===== src/rtl/fxp_pkg.sv =====
// Shared types and helpers for the fixed-point 2x2 matrix inverter.
package fxp_pkg;

   // Widest magnitude and result handled by sat_signed.
   localparam int unsigned SAT_MAG_W = 128;
   localparam int unsigned SAT_RES_W = 64;

   typedef enum logic [2:0] {
      S_IDLE  = 3'd0,
      S_LATCH = 3'd1,
      S_DIV   = 3'd2,
      S_MUL0  = 3'd3,
      S_MUL1  = 3'd4,
      S_MUL2  = 3'd5,
      S_MUL3  = 3'd6,
      S_DONE  = 3'd7
   } inv_state_e;

   // Fractional bits left over after the integer digits (sign included).
   function automatic int unsigned frac_bits(input int unsigned width, input int unsigned int_digits);
      return width - int_digits;
   endfunction

   // Apply a sign to a magnitude, clamping to the signed range of 'width' bits.
   function automatic logic [SAT_RES_W-1:0] sat_signed(input logic [SAT_MAG_W-1:0] mag,
                                                       input logic neg,
                                                       input int unsigned width);
      logic [SAT_RES_W-1:0] lim_pos;
      logic [SAT_RES_W-1:0] lim_neg;
      lim_neg = SAT_RES_W'(1) << (width - 1);
      lim_pos = lim_neg - SAT_RES_W'(1);
      if (!neg)
         return (mag > SAT_MAG_W'(lim_pos)) ? lim_pos : SAT_RES_W'(mag);
      return (mag > SAT_MAG_W'(lim_neg)) ? (SAT_RES_W'(0) - lim_neg)
                                         : (SAT_RES_W'(0) - SAT_RES_W'(mag));
   endfunction

endpackage


===== src/rtl/seq_divider_u.sv =====
// Unsigned restoring divider, one quotient bit per enabled cycle, N cycles per divide.
module seq_divider_u #(
   parameter int unsigned N = 33
) (
   input  logic         clk,
   input  logic         rst,
   input  logic         clk_en,
   input  logic         start,
   input  logic [N-1:0] dividend,
   input  logic [N-1:0] divisor,
   output logic [N-1:0] quotient,
   output logic         busy,
   output logic         done
);

   localparam int unsigned CW = $clog2(N + 1);

   logic [N-1:0]  rem_q;
   logic [CW-1:0] cnt_q;
   logic [N-1:0]  rem_in_c;
   logic [N-1:0]  quo_in_c;
   logic [N:0]    shift_c;
   logic          ge_c;
   logic [N-1:0]  rem_nxt_c;
   logic [N-1:0]  quo_nxt_c;

   // One restoring step; the first step is folded into the start cycle.
   always_comb begin
      rem_in_c  = start ? '0 : rem_q;
      quo_in_c  = start ? dividend : quotient;
      shift_c   = {rem_in_c, quo_in_c[N-1]};
      ge_c      = (shift_c >= {1'b0, divisor});
      rem_nxt_c = ge_c ? N'(shift_c - {1'b0, divisor}) : shift_c[N-1:0];
      quo_nxt_c = {quo_in_c[N-2:0], ge_c};
   end

   // Iteration registers and the one-cycle done pulse.
   always_ff @(posedge clk) begin
      if (rst) begin
         rem_q    <= '0;
         quotient <= '0;
         cnt_q    <= '0;
         busy     <= 1'b0;
         done     <= 1'b0;
      end else if (clk_en) begin
         done <= 1'b0;
         if (start) begin
            rem_q    <= rem_nxt_c;
            quotient <= quo_nxt_c;
            cnt_q    <= CW'(N - 1);
            busy     <= 1'b1;
         end else if (busy) begin
            rem_q    <= rem_nxt_c;
            quotient <= quo_nxt_c;
            cnt_q    <= cnt_q - CW'(1);
            if (cnt_q == CW'(1)) begin
               busy <= 1'b0;
               done <= 1'b1;
            end
         end
      end
   end

endmodule


===== src/rtl/fxp_matrix_inv_2x2_seq.sv =====
// Sequential signed fixed-point 2x2 matrix inverter: det, 1/|det| by division, then adj(A)/det.
module fxp_matrix_inv_2x2_seq
   import fxp_pkg::*;
#(
   parameter int unsigned WIDTH      = 16,
   parameter int unsigned INT_DIGITS = 10,
   parameter bit          SAT_EN     = 1'b1
) (
   input  logic                    clk,
   input  logic                    rst,
   input  logic                    clk_en,
   input  logic                    start,
   input  logic signed [WIDTH-1:0] A   [0:1][0:1],
   output logic signed [WIDTH-1:0] Res [0:1][0:1],
   output logic                    busy,
   output logic                    done,
   output logic                    singular
);

   localparam int unsigned FRAC = frac_bits(WIDTH, INT_DIGITS);
   localparam int unsigned DW   = 2 * WIDTH + 1;
   localparam int unsigned PW   = 3 * WIDTH + 2;
   localparam logic [DW-1:0] RECIP_NUM = DW'(1) << (3 * FRAC);

   localparam logic [2:0] ST_IDLE  = S_IDLE;
   localparam logic [2:0] ST_LATCH = S_LATCH;
   localparam logic [2:0] ST_DIV   = S_DIV;
   localparam logic [2:0] ST_MUL0  = S_MUL0;
   localparam logic [2:0] ST_MUL1  = S_MUL1;
   localparam logic [2:0] ST_MUL2  = S_MUL2;
   localparam logic [2:0] ST_MUL3  = S_MUL3;
   localparam logic [2:0] ST_DONE  = S_DONE;

   logic [2:0]              state;
   logic [2:0]              state_nxt;
   logic signed [WIDTH-1:0] areg [0:1][0:1];
   logic                    det_neg_q;
   logic [DW-1:0]           recip_q;

   logic signed [DW-1:0]    det_c;
   logic [DW-1:0]           det_mag_c;
   logic                    det_zero_c;
   logic                    div_start_c;
   logic                    div_take_c;
   logic [DW-1:0]           div_quot;
   logic                    div_busy;
   logic                    div_done;

   logic                    is_mul_c;
   logic [1:0]              mul_idx_c;
   logic signed [WIDTH-1:0] adj_src_c;
   logic                    adj_flip_c;
   logic signed [WIDTH:0]   adj_ext_c;
   logic [WIDTH:0]          adj_mag_c;
   logic                    res_neg_c;
   logic [PW-1:0]           prod_c;
   logic [PW-1:0]           mag_c;
   logic [WIDTH-1:0]        res_c;

   // Determinant in full precision and its magnitude for the divider.
   always_comb begin
      det_c      = DW'(areg[0][0]) * DW'(areg[1][1]) - DW'(areg[0][1]) * DW'(areg[1][0]);
      det_mag_c  = det_c[DW-1] ? $unsigned(-det_c) : $unsigned(det_c);
      det_zero_c = (det_c == '0);
      div_take_c = div_done & ~div_busy;
   end

   seq_divider_u #(.N(DW)) u_div (
      .clk      (clk),
      .rst      (rst),
      .clk_en   (clk_en),
      .start    (div_start_c),
      .dividend (RECIP_NUM),
      .divisor  (det_mag_c),
      .quotient (div_quot),
      .busy     (div_busy),
      .done     (div_done)
   );

   // State register.
   always_ff @(posedge clk) begin
      if (rst)         state <= ST_IDLE;
      else if (clk_en) state <= state_nxt;
   end

   // Next-state logic and divider launch.
   always_comb begin
      state_nxt   = state;
      div_start_c = 1'b0;
      case (state)
         ST_IDLE:  if (start) state_nxt = ST_LATCH;
         ST_LATCH: begin
            if (det_zero_c) begin
               state_nxt = ST_DONE;
            end else begin
               state_nxt   = ST_DIV;
               div_start_c = 1'b1;
            end
         end
         ST_DIV:   if (div_take_c) state_nxt = ST_MUL0;
         ST_MUL0:  state_nxt = ST_MUL1;
         ST_MUL1:  state_nxt = ST_MUL2;
         ST_MUL2:  state_nxt = ST_MUL3;
         ST_MUL3:  state_nxt = ST_DONE;
         ST_DONE:  state_nxt = ST_IDLE;
         default:  state_nxt = ST_IDLE;
      endcase
   end

   // Shared multiplier: sign-magnitude adj element times reciprocal, truncated toward zero.
   always_comb begin
      is_mul_c   = 1'b0;
      mul_idx_c  = 2'd0;
      case (state)
         ST_MUL0: begin is_mul_c = 1'b1; mul_idx_c = 2'd0; end
         ST_MUL1: begin is_mul_c = 1'b1; mul_idx_c = 2'd1; end
         ST_MUL2: begin is_mul_c = 1'b1; mul_idx_c = 2'd2; end
         ST_MUL3: begin is_mul_c = 1'b1; mul_idx_c = 2'd3; end
         default: ;
      endcase
      case (mul_idx_c)
         2'd0:    begin adj_src_c = areg[1][1]; adj_flip_c = 1'b0; end
         2'd1:    begin adj_src_c = areg[0][1]; adj_flip_c = 1'b1; end
         2'd2:    begin adj_src_c = areg[1][0]; adj_flip_c = 1'b1; end
         default: begin adj_src_c = areg[0][0]; adj_flip_c = 1'b0; end
      endcase
      adj_ext_c = (WIDTH + 1)'(adj_src_c);
      adj_mag_c = adj_ext_c[WIDTH] ? $unsigned(-adj_ext_c) : $unsigned(adj_ext_c);
      res_neg_c = adj_src_c[WIDTH-1] ^ adj_flip_c ^ det_neg_q;
      prod_c    = PW'(adj_mag_c) * PW'(recip_q);
      mag_c     = prod_c >> FRAC;
      if (SAT_EN) res_c = WIDTH'(sat_signed(SAT_MAG_W'(mag_c), res_neg_c, WIDTH));
      else        res_c = WIDTH'(res_neg_c ? (PW'(0) - mag_c) : mag_c);
   end

   // Operand latch, det sign, reciprocal, results and handshake outputs.
   always_ff @(posedge clk) begin
      if (rst) begin
         for (int i = 0; i < 2; i++) begin
            for (int j = 0; j < 2; j++) begin
               areg[i][j] <= '0;
               Res[i][j]  <= '0;
            end
         end
         det_neg_q <= 1'b0;
         recip_q   <= '0;
         busy      <= 1'b0;
         done      <= 1'b0;
         singular  <= 1'b0;
      end else if (clk_en) begin
         done <= (state == ST_DONE);
         busy <= (state_nxt != ST_IDLE) || (state == ST_DONE);
         if (state == ST_IDLE && start) areg <= A;
         if (state == ST_LATCH) begin
            det_neg_q <= det_c[DW-1];
            singular  <= det_zero_c;
            if (det_zero_c) begin
               for (int i = 0; i < 2; i++)
                  for (int j = 0; j < 2; j++)
                     Res[i][j] <= '0;
            end
         end
         if (state == ST_DIV && div_take_c) recip_q <= div_quot;
         if (is_mul_c) Res[mul_idx_c[1]][mul_idx_c[0]] <= res_c;
      end
   end

endmodule

===== config.mk =====
export PLATFORM = sky130hd
export DESIGN_NAME = fxp_matrix_inv_2x2_seq
export DESIGN_NICKNAME = d
export VERILOG_FILES = /design/src/rtl/fxp_pkg.sv /design/src/rtl/seq_divider_u.sv /design/src/rtl/fxp_matrix_inv_2x2_seq.sv
export SDC_FILE = /design/constraint.sdc
export NUM_CORES = 2
export LEC_CHECK = 0
export CAP_MARGIN = 0
export CORE_UTILIZATION = 55
export CTS_CLUSTER_DIAMETER = 200
export CTS_CLUSTER_SIZE = 30
export DETAILED_ROUTE_END_ITERATION = 12
export GPL_TIMING_DRIVEN = 0
export PLACE_DENSITY_LB_ADDON = 0.2
export REMOVE_ABC_BUFFERS = 1
export SYNTH_ARGS = -nofsm -noshare
export SYNTH_HDL_FRONTEND = slang
export SYNTH_SLANG_ARGS = --single-unit

===== constraint.sdc =====
create_clock -name clk -period 20.6 [get_ports clk]
set_input_delay 4.12 -clock clk [delete_from_list [all_inputs] [get_ports clk]]
set_output_delay 4.12 -clock clk [all_outputs]
set_load 0.1 [all_outputs]

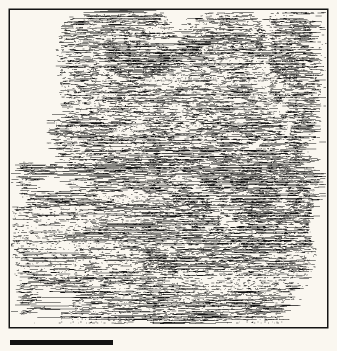
(images/m1.png)
The bar under the picture is 100 um long.
main direction: horizontal
share of all routed wire: 42%
longest straight run: 79.1 um

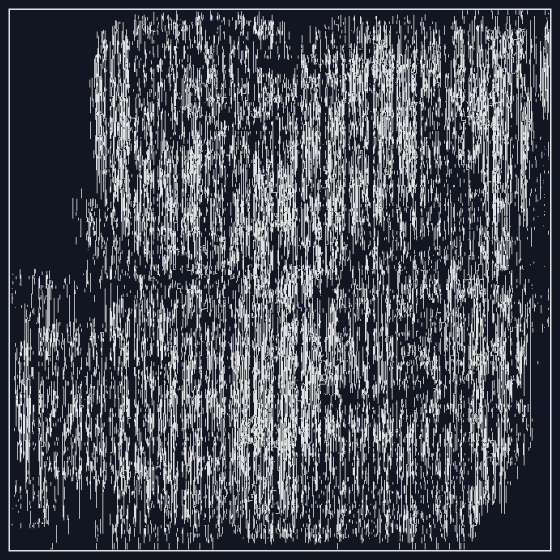
(images/m2.png)
wire length on this layer: 63.7 mm
longest straight run: 83.3 um
main direction: vertical

==> results.sh <==
# implementation run metrics
export IMPL_status="completed"
export IMPL_die_width_um=307
export IMPL_ys_warn_count=0
export IMPL_power_leader="combinational cells"
export IMPL_tns_ns=0
export IMPL_num_io_pins=135
export IMPL_proportion_of_synthesized_flip_flops_having_asynchronous_set_or_reset_pct=0
export IMPL_vias=39270
export IMPL_nNetsFinal=7186
export IMPL_initial_core_util_pct=55.6
export IMPL_log_warning_count=32
export IMPL_timing_critical_path_slowest_stage_cell="sky130_fd_sc_hd__dfxtp_1"
export IMPL_n_all_buffers=163
export IMPL_grt_max_degree=123
export IMPL_netlist_top_cells_count="sky130_fd_sc_hd__inv_1, sky130_fd_sc_hd__fa_1, sky130_fd_sc_hd__nand2_1, sky130_fd_sc_hd__and2_1, sky130_fd_sc_hd__ha_1"
export IMPL_cpPeakStageDelay_ns=0.88
export IMPL_post_dp_cell_area_um2=53800
export IMPL_worst_path_required_ns=21.08
export IMPL_cp_data_arrival_time_ns=14.93
export IMPL_drt_antenna_violating_nets=0
export IMPL_placed_cells=6970
export IMPL_largest_class="multi-input combinational cells"
export IMPL_count_of_h_tree_levels_built_during_cts=1
export IMPL_mux_area_share_pct=0.598
export IMPL_layout_comb_gates_multi_input=4246
export IMPL_grt_antenna_before_repair=0
export IMPL_clock_insertion_delay_worst_skew_ns=0.57
export IMPL_report_final_hold_viol_count=0
export IMPL_cts_tree="built"
export IMPL_design_die_area_um2=94000
export IMPL_grt_use_met3_pct=2.96
export IMPL_flop_count=242
export IMPL_clockBufferDepth=3
export IMPL_layout_clock_cell_area_share_pct=0.928
export IMPL_achievable_frequency_mhz=69.2
export IMPL_gr_total_overflow=0
export IMPL_worstHoldPathCells=2
export IMPL_top_cell="sky130_fd_sc_hd__inv_1"
export IMPL_syn_avg_cell_area_um2=8.77
export IMPL_synth_area_leader_cell="sky130_fd_sc_hd__fa_1"
export IMPL_ys_types=93
export IMPL_grt_pass1_wl_um=220000
export IMPL_met1_length_um=56100
export IMPL_post_route_cells_drive_above_1_share_pct=2.61
export IMPL_top_regs="Res: 64 flops, areg: 64 flops"
export IMPL_use_met2_pct=50.0
export IMPL_post_drt_wl_per_cell_um=19.0
export IMPL_clock_root_buffer="sky130_fd_sc_hd__clkbuf_16"
export IMPL_grtUsageMet1_pct=40.6
export IMPL_critical_path_top_delay_family="adder cells"
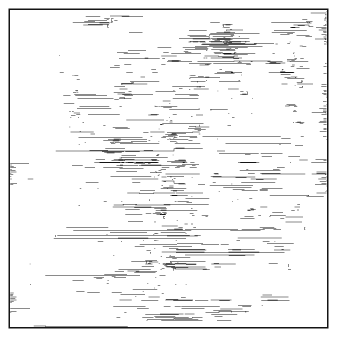
(images/m3.png)
longest straight run: 128 um
share of all routed wire: 6.8%
nets with wire on the layer: 453

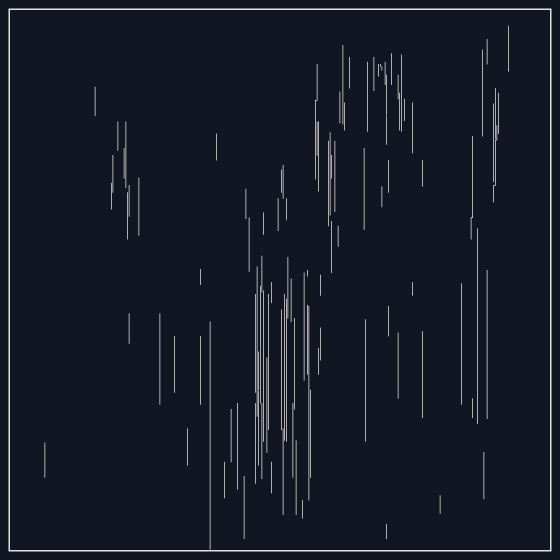
(images/m4.png)
share of all routed wire: 2.8%
nets with wire on the layer: 79
wire length on this layer: 3760 um
main direction: vertical

